Fig. 1: the metal 1 layer
Bar = 50 um. Supply wires on this layer in gray.
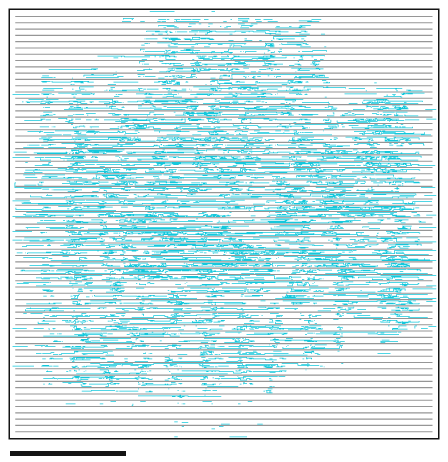
Fig. 2: metal 2
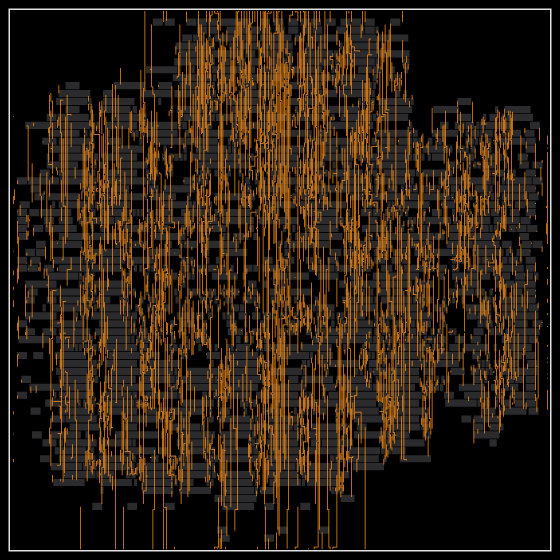
Fig. 3: M3 wires
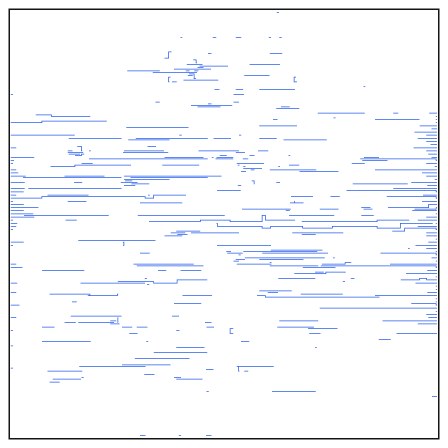
===== src/rtl/branch_resolve_tracker_pkg.sv =====
// branch_resolve_tracker_pkg: shared constants, entry layout and FSM encoding
package branch_resolve_tracker_pkg;
  localparam int DEF_COUNTER_WIDTH = 2;
  localparam int PC_W = 32;
  localparam logic [PC_W-1:0] PC_INC = 32'd4;
  typedef enum logic {RUN = 1'b0, FLUSH = 1'b1} state_t;
  typedef struct packed {
    logic [PC_W-1:0] pc;
    logic taken;
    logic [PC_W-1:0] target;
    logic [DEF_COUNTER_WIDTH-1:0] count;
  } entry_t;
  function automatic int entry_w(input int cw);
    return 2 * PC_W + 1 + cw;
  endfunction
endpackage


===== src/rtl/branch_resolve_tracker_queue.sv =====
// resolve_queue: in-order FIFO of in-flight predictions with flush and head read
module resolve_queue #(
  parameter int W = 8,
  parameter int DEPTH = 4
) (
  input  logic         clk,
  input  logic         rst,
  input  logic         flush,
  input  logic         push,
  input  logic         pop,
  input  logic [W-1:0] din,
  output logic [W-1:0] dout,
  output logic         full,
  output logic         empty
);
  localparam int AW = $clog2(DEPTH);
  localparam logic [AW:0] ONE = 1;
  logic [W-1:0] mem [DEPTH];
  logic [AW:0] wp, rp;
  assign dout = mem[rp[AW-1:0]];
  assign empty = wp == rp;
  assign full = (wp[AW] != rp[AW]) && (wp[AW-1:0] == rp[AW-1:0]);
  // pointers: flush discards every queued entry at once
  always_ff @(posedge clk or posedge rst) begin
    if (rst) begin
      wp <= '0;
      rp <= '0;
    end else if (flush) begin
      wp <= '0;
      rp <= '0;
    end else begin
      wp <= push ? wp + ONE : wp;
      rp <= pop ? rp + ONE : rp;
    end
  end
  // storage needs no reset; occupancy is tracked by the pointers
  always_ff @(posedge clk) begin
    if (push) mem[wp[AW-1:0]] <= din;
  end
endmodule


===== src/rtl/branch_resolve_tracker.sv =====
// branch_resolve_tracker: matches in-flight predictions to EX outcomes, updates predictor, redirects
module branch_resolve_tracker
  import branch_resolve_tracker_pkg::*;
#(
  parameter int DEPTH = 4,
  parameter int JUMP_STATUS_COUNTER_WIDTH = DEF_COUNTER_WIDTH,
  parameter int STAT_WIDTH = 16
) (
  input  logic                                 clk,
  input  logic                                 rst,
  input  logic                                 PL_stall,
  input  logic                                 pred_valid,
  input  logic [31:0]                          pred_pc,
  input  logic                                 pred_taken,
  input  logic [31:0]                          pred_target,
  input  logic [JUMP_STATUS_COUNTER_WIDTH-1:0] pred_count,
  input  logic                                 res_valid,
  input  logic                                 res_taken,
  input  logic [31:0]                          res_target,
  output logic                                 corrected_en,
  output logic                                 corrected_result,
  output logic                                 redirect_en,
  output logic [31:0]                          redirect_pc,
  output logic                                 full,
  output logic                                 empty,
  output logic                                 res_error,
  output logic [STAT_WIDTH-1:0]                branch_cnt,
  output logic [STAT_WIDTH-1:0]                mispredict_cnt
);
  localparam int EW = entry_w(JUMP_STATUS_COUNTER_WIDTH);
  localparam logic [STAT_WIDTH-1:0] ONE = 1;
  state_t state, state_nx;
  logic flush, run, push, pop, mis, err_set;
  logic [EW-1:0] head;
  logic [31:0] h_pc, h_tgt;
  logic h_taken;
  logic [JUMP_STATUS_COUNTER_WIDTH-1:0] cnt_unused;
  assign {h_pc, h_taken, h_tgt, cnt_unused} = head;
  assign pop = res_valid && !PL_stall && !empty && run;
  assign mis = (res_taken != h_taken) || (res_taken && res_target != h_tgt);
  assign push = pred_valid && !PL_stall && !full && run && !(pop && mis);
  assign err_set = res_valid && !PL_stall && (empty || flush);
  resolve_queue #(.W(EW), .DEPTH(DEPTH)) u_queue (
    .clk   (clk),
    .rst   (rst),
    .flush (flush),
    .push  (push),
    .pop   (pop),
    .din   ({pred_pc, pred_taken, pred_target, pred_count}),
    .dout  (head),
    .full  (full),
    .empty (empty)
  );
  // state register
  always_ff @(posedge clk or posedge rst) begin
    if (rst) state <= RUN;
    else state <= state_nx;
  end
  // a mispredicting pop starts a one-cycle flush of the younger entries
  always_comb begin
    state_nx = (state == RUN && pop && mis) ? FLUSH : RUN;
  end
  // state decode
  always_comb begin
    flush = state == FLUSH;
    run = state == RUN;
  end
  // registered predictor update, redirect, error flag and saturating stats
  always_ff @(posedge clk or posedge rst) begin
    if (rst) begin
      corrected_en     <= 1'b0;
      corrected_result <= 1'b0;
      redirect_en      <= 1'b0;
      redirect_pc      <= '0;
      res_error        <= 1'b0;
      branch_cnt       <= '0;
      mispredict_cnt   <= '0;
    end else begin
      corrected_en     <= pop;
      corrected_result <= pop ? res_taken : corrected_result;
      redirect_en      <= pop && mis;
      redirect_pc      <= (pop && mis) ? (res_taken ? res_target : h_pc + PC_INC) : redirect_pc;
      res_error        <= res_error || err_set;
      branch_cnt       <= (pop && !(&branch_cnt)) ? branch_cnt + ONE : branch_cnt;
      mispredict_cnt   <= (pop && mis && !(&mispredict_cnt)) ? mispredict_cnt + ONE : mispredict_cnt;
    end
  end
endmodule


===== config.mk =====
export PLATFORM = sky130hd
export DESIGN_NAME = branch_resolve_tracker
export DESIGN_NICKNAME = d
export VERILOG_FILES = /design/src/rtl/branch_resolve_tracker_pkg.sv /design/src/rtl/branch_resolve_tracker_queue.sv /design/src/rtl/branch_resolve_tracker.sv
export SDC_FILE = /design/constraint.sdc
export NUM_CORES = 1
export LEC_CHECK = 0
export ABC_AREA = 1
export CAP_MARGIN = 10
export CORE_MARGIN = 2
export CORE_UTILIZATION = 46
export CTS_BUF_LIST = sky130_fd_sc_hd__clkbuf_8
export DETAILED_ROUTE_END_ITERATION = 6
export PLACE_DENSITY = 0.78
export SYNTH_ARGS = -nofsm -noshare
export SYNTH_HDL_FRONTEND = slang
export SYNTH_SLANG_ARGS = --single-unit

===== constraint.sdc =====
create_clock -name clk -period 6.25 [get_ports clk]
set_input_delay 1.25 -clock clk [delete_from_list [all_inputs] [get_ports clk]]
set_output_delay 1.25 -clock clk [all_outputs]
set_load 0.005 [all_outputs]

==> summary.txt <==
Run status: finished clean
WHS Endpoint: res_error
Vias after detailed routing: 11400
Post-synthesis sequential area ratio: 0.642
Chip width: 185 um
Top cells by count: 546 x nand2_1, 260 x edfxtp_1, 178 x nand3_1
Critical path arrival: 4.98 ns
Ports: 175
Placed cell areas: 17200 um2
Layout cell share with drive strength beyond 1: 0.0719
Fin. Hold Viols: 0
Root Driver: clkbuf_8
P_clk: 1.95 mW
Top layer in use: met5
Clk slew on worst S/H paths: 0.06 ns
Required time of the critical path: 6.49 ns
Final WL: 38400 um
Unrepaired setup endpoints after global routing: no
Top power group: sequential cells
Insertion Delay late pin: 0.60 ns
Net switching power: 2.64 mW
WHS: 0.470 ns
M1 GR Usage: 0.295
R2R Path Start: u_queue.rp[0]
TNS Setup: 0 ns
Seq area share: 0.528
Post-layout min period: 4.74 ns
Layout Utilization: 0.567
Combinational Power Share: 0.333
Gr usage total: 0.224
Cts repair resizes: 0
Clkbuf count: 65
Setup violations, final: 0
CP startpoint: u_queue.rp[0]
WL/cell: 17.6 um
Fin cells: 2185
R2R Path End: u_queue.mem[3][34]
Hold_sp: res_error
Clk tree area frac: 0.0630
Global routing usage on met3: 0.0478
Worst Hold Class: register to register
Most frequent cells in the layout: 546 x nand2_1, 260 x edfxtp_1, 178 x nand3_1
Dominant comb cell: simple AND/OR/NAND/NOR gates
Die area: 34200 um2
Worst Setup EP: u_queue.mem[3][34]
F_max: 0.211 GHz
Largest cell class: flip-flops and latches
Clock buffer depth: 3
Row count: 66
Final Max Tran Viols: 0
Top cells, area: edfxtp_1 52%, nand2_1 14%, dfrtp_1 12%, nand3_1 5.9%, nor2_1 2.7%
Power Internal: 4.67 mW
Gpl congestion: 0.891
Ys Warns: 0
Combinational share of cell area: 0.257
MUX share of area: 0
CP Capture Type: register
Power Sequential: 2.93 mW
Filler Cells Inserted: 2762
EDFF count, synth: 260
Synth-to-layout area growth: 21.7%
Non-clock buffering overhead: 0.103
Mapped cell area: 15100 um2
Setup WS post-layout: 1.51 ns
Largest net degree at the start of global routing: 76
Yosys adder share: 0.00664
Tapcell Cnt: 442
Layer carrying the most global-route usage: met2
CP Buf/Inv Count: 3
Count of tool warnings: 31
Worst Setup Path Type: register to register
Stages on worst setup path: 15
Final #Nets: 1805
# diodes: 4
Combinational Gates: 1022
Wl on met1: 15800 um
Back to the opening pictures, Fig. 1:
nets with wire on the layer: 1645
main direction: horizontal
wire length on this layer: 15800 um
share of all routed wire: 41%
longest straight run: 52.0 um

Back to the opening pictures, Fig. 2:
longest straight run: 80.9 um
main direction: vertical
wire length on this layer: 18000 um
share of all routed wire: 47%

Back to the opening pictures, Fig. 3:
main direction: horizontal
wire length on this layer: 3390 um
longest straight run: 51.1 um
share of all routed wire: 8.8%
nets with wire on the layer: 224

Power and IR drop assume default switching activity.
